**M3 wires**

Scale: 6 px per um. Cells faint in the background.
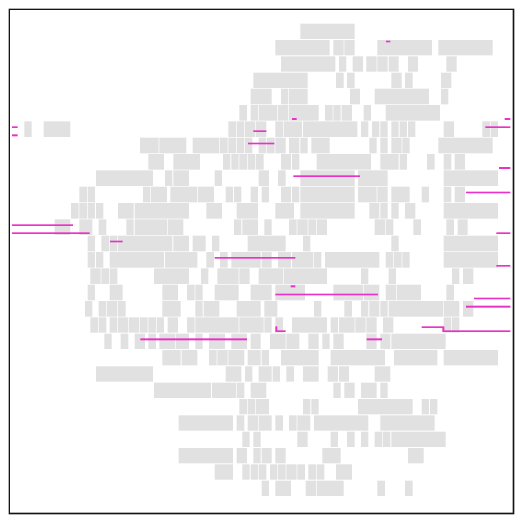
**Pin placement**

Scale: 6 px per um. Pins as bars across the die edge, other pins in gray.
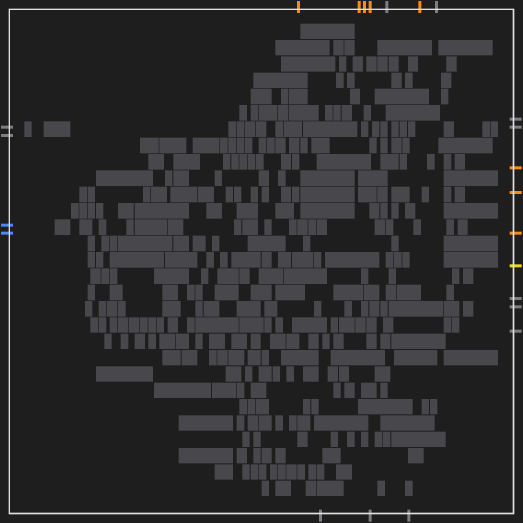
**Signal metal coverage by tile**

Scale: 4 px per um. 17 x 17 tiles, from dark blue (low) to red (high), scaled to the fullest tile. Values are wire area over tile area, all layers added.
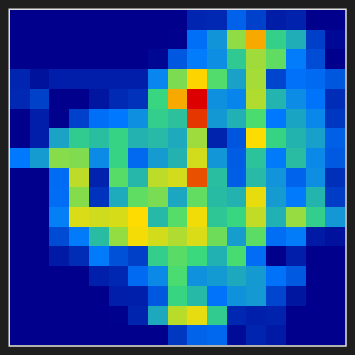
### config.mk
export PLATFORM = sky130hd
export DESIGN_NAME = uart_rx
export DESIGN_NICKNAME = d
export VERILOG_FILES = /design/src/rtl/uart_rx.sv
export SDC_FILE = /design/constraint.sdc
export NUM_CORES = 1
export LEC_CHECK = 0
export ABC_AREA = 1
export CORE_MARGIN = 2
export CORE_UTILIZATION = 35
export DETAILED_ROUTE_END_ITERATION = 16
export DONT_BUFFER_PORTS = 1
export SETUP_SLACK_MARGIN = 0.02
export SLEW_MARGIN = 0
export SYNTH_ARGS = -nofsm -noshare
export SYNTH_HDL_FRONTEND = slang
export SYNTH_SLANG_ARGS = --single-unit
export TNS_END_PERCENT = 100
### constraint.sdc
create_clock -name clk -period 1.6 [get_ports clk]
set_input_delay 0.48 -clock clk [delete_from_list [all_inputs] [get_ports clk]]
set_output_delay 0.48 -clock clk [all_outputs]
set_load 0.05 [all_outputs]
### src/rtl/uart_rx.sv
// Single-character asynchronous UART receiver on a 16x baud clock enable, for the DZ11 line path.
// Define UARTRX_MAJORITY_EN to take every bit as a 2-of-3 vote of the samples at brdiv=2,1,0.
module uart_rx (
  input  logic       clk,
  input  logic       rst,
  input  logic       clr,
  input  logic [1:0] length,
  input  logic [1:0] parity,
  input  logic       brgCLKEN,
  input  logic       rxd,
  input  logic       rd,
  output logic [7:0] data,
  output logic       full,
  output logic       intr,
  output logic       perr,
  output logic       ferr,
  output logic       ovre
);

  localparam logic [1:0] ParEven = 2'd1;
  localparam logic [1:0] ParOdd  = 2'd2;

  typedef enum logic [3:0] {
    StIdle,
    StStart,
    StBit0,
    StBit1,
    StBit2,
    StBit3,
    StBit4,
    StBit5,
    StBit6,
    StBit7,
    StParity,
    StStop,
    StDone
  } state_e;

  state_e     state_q, state_d;
  logic [3:0] brdiv_q, brdiv_d;
  logic [7:0] shreg_q, shreg_d;
  logic       perr_nx_q, perr_nx_d;
  logic       ferr_nx_q, ferr_nx_d;
  logic [7:0] data_q, data_d;
  logic       full_q, full_d;
  logic       perr_q, perr_d;
  logic       ferr_q, ferr_d;
  logic       ovre_q, ovre_d;
  logic [1:0] sync_q, sync_d;
  logic       rxp_q, rxp_d;

  logic       rxs;
  logic       sample;
  logic       sample_tick;
  logic       parity_en;
  logic [2:0] bit_idx;
  logic       last_bit;

  assign rxs         = sync_q[1];
  assign sample_tick = brgCLKEN && (brdiv_q == 4'd0);
  assign parity_en   = (parity == ParEven) || (parity == ParOdd);
  assign bit_idx     = 3'(4'(state_q) - 4'(StBit0));
  // The last data bit index is 4 + length, i.e. {1, length}.
  assign last_bit    = (bit_idx == {1'b1, length});

`ifdef UARTRX_MAJORITY_EN
  logic [1:0] hist_q;

  always_ff @(posedge clk or posedge rst) begin
    if (rst) begin
      hist_q <= 2'b00;
    end else if (clr) begin
      hist_q <= 2'b00;
    end else if (brgCLKEN) begin
      hist_q <= {hist_q[0], rxs};
    end
  end

  assign sample = (hist_q[1] & hist_q[0]) | (hist_q[1] & rxs) | (hist_q[0] & rxs);
`else
  assign sample = rxs;
`endif

  always_comb begin
    state_d   = state_q;
    brdiv_d   = brdiv_q;
    shreg_d   = shreg_q;
    perr_nx_d = perr_nx_q;
    ferr_nx_d = ferr_nx_q;
    data_d    = data_q;
    full_d    = full_q;
    perr_d    = perr_q;
    ferr_d    = ferr_q;
    ovre_d    = ovre_q;
    sync_d    = {sync_q[0], rxd};
    rxp_d     = brgCLKEN ? rxs : rxp_q;
    intr      = 1'b0;

    // A read in the DONE clock is overridden below so the new character is kept.
    if (rd) begin
      full_d = 1'b0;
    end
    if (brgCLKEN && (brdiv_q != 4'd0)) begin
      brdiv_d = brdiv_q - 4'd1;
    end

    case (state_q)
      StIdle: begin
        if (brgCLKEN && rxp_q && !rxs) begin
          brdiv_d   = 4'd7;
          shreg_d   = 8'h00;
          perr_nx_d = 1'b0;
          ferr_nx_d = 1'b0;
          state_d   = StStart;
        end
      end
      StStart: begin
        if (sample_tick) begin
          if (sample) begin
            state_d = StIdle;
          end else begin
            brdiv_d = 4'd15;
            state_d = StBit0;
          end
        end
      end
      StBit0, StBit1, StBit2, StBit3, StBit4, StBit5, StBit6, StBit7: begin
        if (sample_tick) begin
          shreg_d[bit_idx] = sample;
          brdiv_d          = 4'd15;
          if (last_bit) begin
            state_d = parity_en ? StParity : StStop;
          end else begin
            state_d = state_e'(4'(state_q) + 4'd1);
          end
        end
      end
      StParity: begin
        if (sample_tick) begin
          // Unused high bits of shreg are zero, so the full-width XOR is the data parity.
          perr_nx_d = (parity == ParOdd) ? ((^shreg_q) == sample) : ((^shreg_q) != sample);
          brdiv_d   = 4'd15;
          state_d   = StStop;
        end
      end
      StStop: begin
        if (sample_tick) begin
          ferr_nx_d = ~sample;
          state_d   = StDone;
        end
      end
      StDone: begin
        intr    = 1'b1;
        data_d  = shreg_q;
        perr_d  = perr_nx_q;
        ferr_d  = ferr_nx_q;
        ovre_d  = full_q & ~rd;
        full_d  = 1'b1;
        state_d = StIdle;
      end
      default: begin
        state_d = StIdle;
      end
    endcase

    if (clr) begin
      state_d   = StIdle;
      brdiv_d   = 4'd0;
      shreg_d   = 8'h00;
      perr_nx_d = 1'b0;
      ferr_nx_d = 1'b0;
      data_d    = 8'h00;
      full_d    = 1'b0;
      perr_d    = 1'b0;
      ferr_d    = 1'b0;
      ovre_d    = 1'b0;
      sync_d    = 2'b00;
      rxp_d     = 1'b0;
      intr      = 1'b0;
    end
  end

  always_ff @(posedge clk or posedge rst) begin
    if (rst) begin
      state_q   <= StIdle;
      brdiv_q   <= 4'd0;
      shreg_q   <= 8'h00;
      perr_nx_q <= 1'b0;
      ferr_nx_q <= 1'b0;
      data_q    <= 8'h00;
      full_q    <= 1'b0;
      perr_q    <= 1'b0;
      ferr_q    <= 1'b0;
      ovre_q    <= 1'b0;
      sync_q    <= 2'b00;
      rxp_q     <= 1'b0;
    end else begin
      state_q   <= state_d;
      brdiv_q   <= brdiv_d;
      shreg_q   <= shreg_d;
      perr_nx_q <= perr_nx_d;
      ferr_nx_q <= ferr_nx_d;
      data_q    <= data_d;
      full_q    <= full_d;
      perr_q    <= perr_d;
      ferr_q    <= ferr_d;
      ovre_q    <= ovre_d;
      sync_q    <= sync_d;
      rxp_q     <= rxp_d;
    end
  end

  assign data = data_q;
  assign full = full_q;
  assign perr = perr_q;
  assign ferr = ferr_q;
  assign ovre = ovre_q;

endmodule
==> results.py <==
# Metrics from the implementation run
metrics = {
    "status": {
        "status": "complete, but fails checks",
        "violations": "setup timing",
    },
    "final_layout": {
        "postLayoutCoreUtil_pct": 43.2,
        "seq_cells": 33,
        "n_all_inverters": 49,
    },
    "floorplan": {
        "rows": 29,
        "core_area_mm2": 0.00624,
    },
    "yosys": {
        "common_cells": "nand2_1, nand3_1, inv_1",
        "syn_inst": 307,
        "postSynthSeqShare_pct": 37.1,
        "simple_gate_area_share_pct": 37.5,
        "ys_warn_count": 0,
        "aoi_share_pct": 7.13,
        "most_common_cell": "nand2_1",
        "flop_cell": "dfrtp_1",
    },
    "final_timing": {
        "period_needed_ns": 1.82,
        "finClkSkew_ns": 0.00660,
        "max_freq_ghz": 0.549,
        "setup_viol_count_final": 13,
        "worst_slack_ns": -0.221,
        "hold_viol": 0,
    },
    "critical_path": {
        "crit_path_max_fanout": 2,
        "path_depth": 7,
        "required_ns": 1.12,
        "cp_data_arrival_time_ns": 1.34,
    },
    "grt": {
        "gr-usage-met3_pct": 2.47,
        "grt_max_degree": 34,
    },
    "power": {
        "power_leader": "combinational cells",
        "power_density_mw_per_mm2": 1380,
    },
    "routing": {
        "drc": 0,
        "top_layer": "met4",
    },
    "placed_design": {
        "dpl-instance-area_mm2": 0.00251,
    },
}
Notes on 'M3 wires' above:
wire length on this layer: 141 um
main direction: horizontal
nets with wire on the layer: 21

Notes on 'pin placement' above:
legend:
  data:
    color: orange
    pins: 8
    direction: output
    edge: 5 north, 3 east
  perr:
    color: yellow
    pins: 1
    direction: output
    edge: east
  length:
    color: blue
    pins: 2
    direction: input
    edge: west
all pins by edge: 9 east, 7 north, 4 west, 3 south
IO Port Bufs: 0
die x size: 83.8 um

Notes on 'signal metal coverage by tile' above:
fullest tile: 0.45
tiles over half the peak: 17%
emptiest ninth of the die: north-west
mean over tiles: 0.11
WL final: 5.08 mm
DR WL/cell: 12.3 um
GRT Resource Usage Total: 15.0%
Vias: 1949

[what timing repair did]
action                     CTS  global route
pin swaps                    6             8
cloned                       0             0
setup endpoints to repair   20            24
setup buffers                4             0
hold buffers                 0             0
resized                     10            20
hold endpoints to repair     0             0
[through the flow]
stage	instances	setup slack [ns]
after floorplan	307	-0.145
after global placement	402	0.00398
after detailed placement	402	-0.0601
after CTS	414	-0.263
after global routing	414	-0.283
final	414	-0.221
[final timing paths]
kind | slack (ns) | endpoint
worst min register to register | 0.47 | sync_q[1]
min in group clk | 0.24 | full
max in group asynchronous | 1.11 | state_q[0]
worst max-delay path | -0.22 | intr
worst max register to register | -0.10 | shreg_q[3]
worst min-delay path | 0.17 | brdiv_q[3]
No activity file was given, so power comes from the tool's default toggle rates.
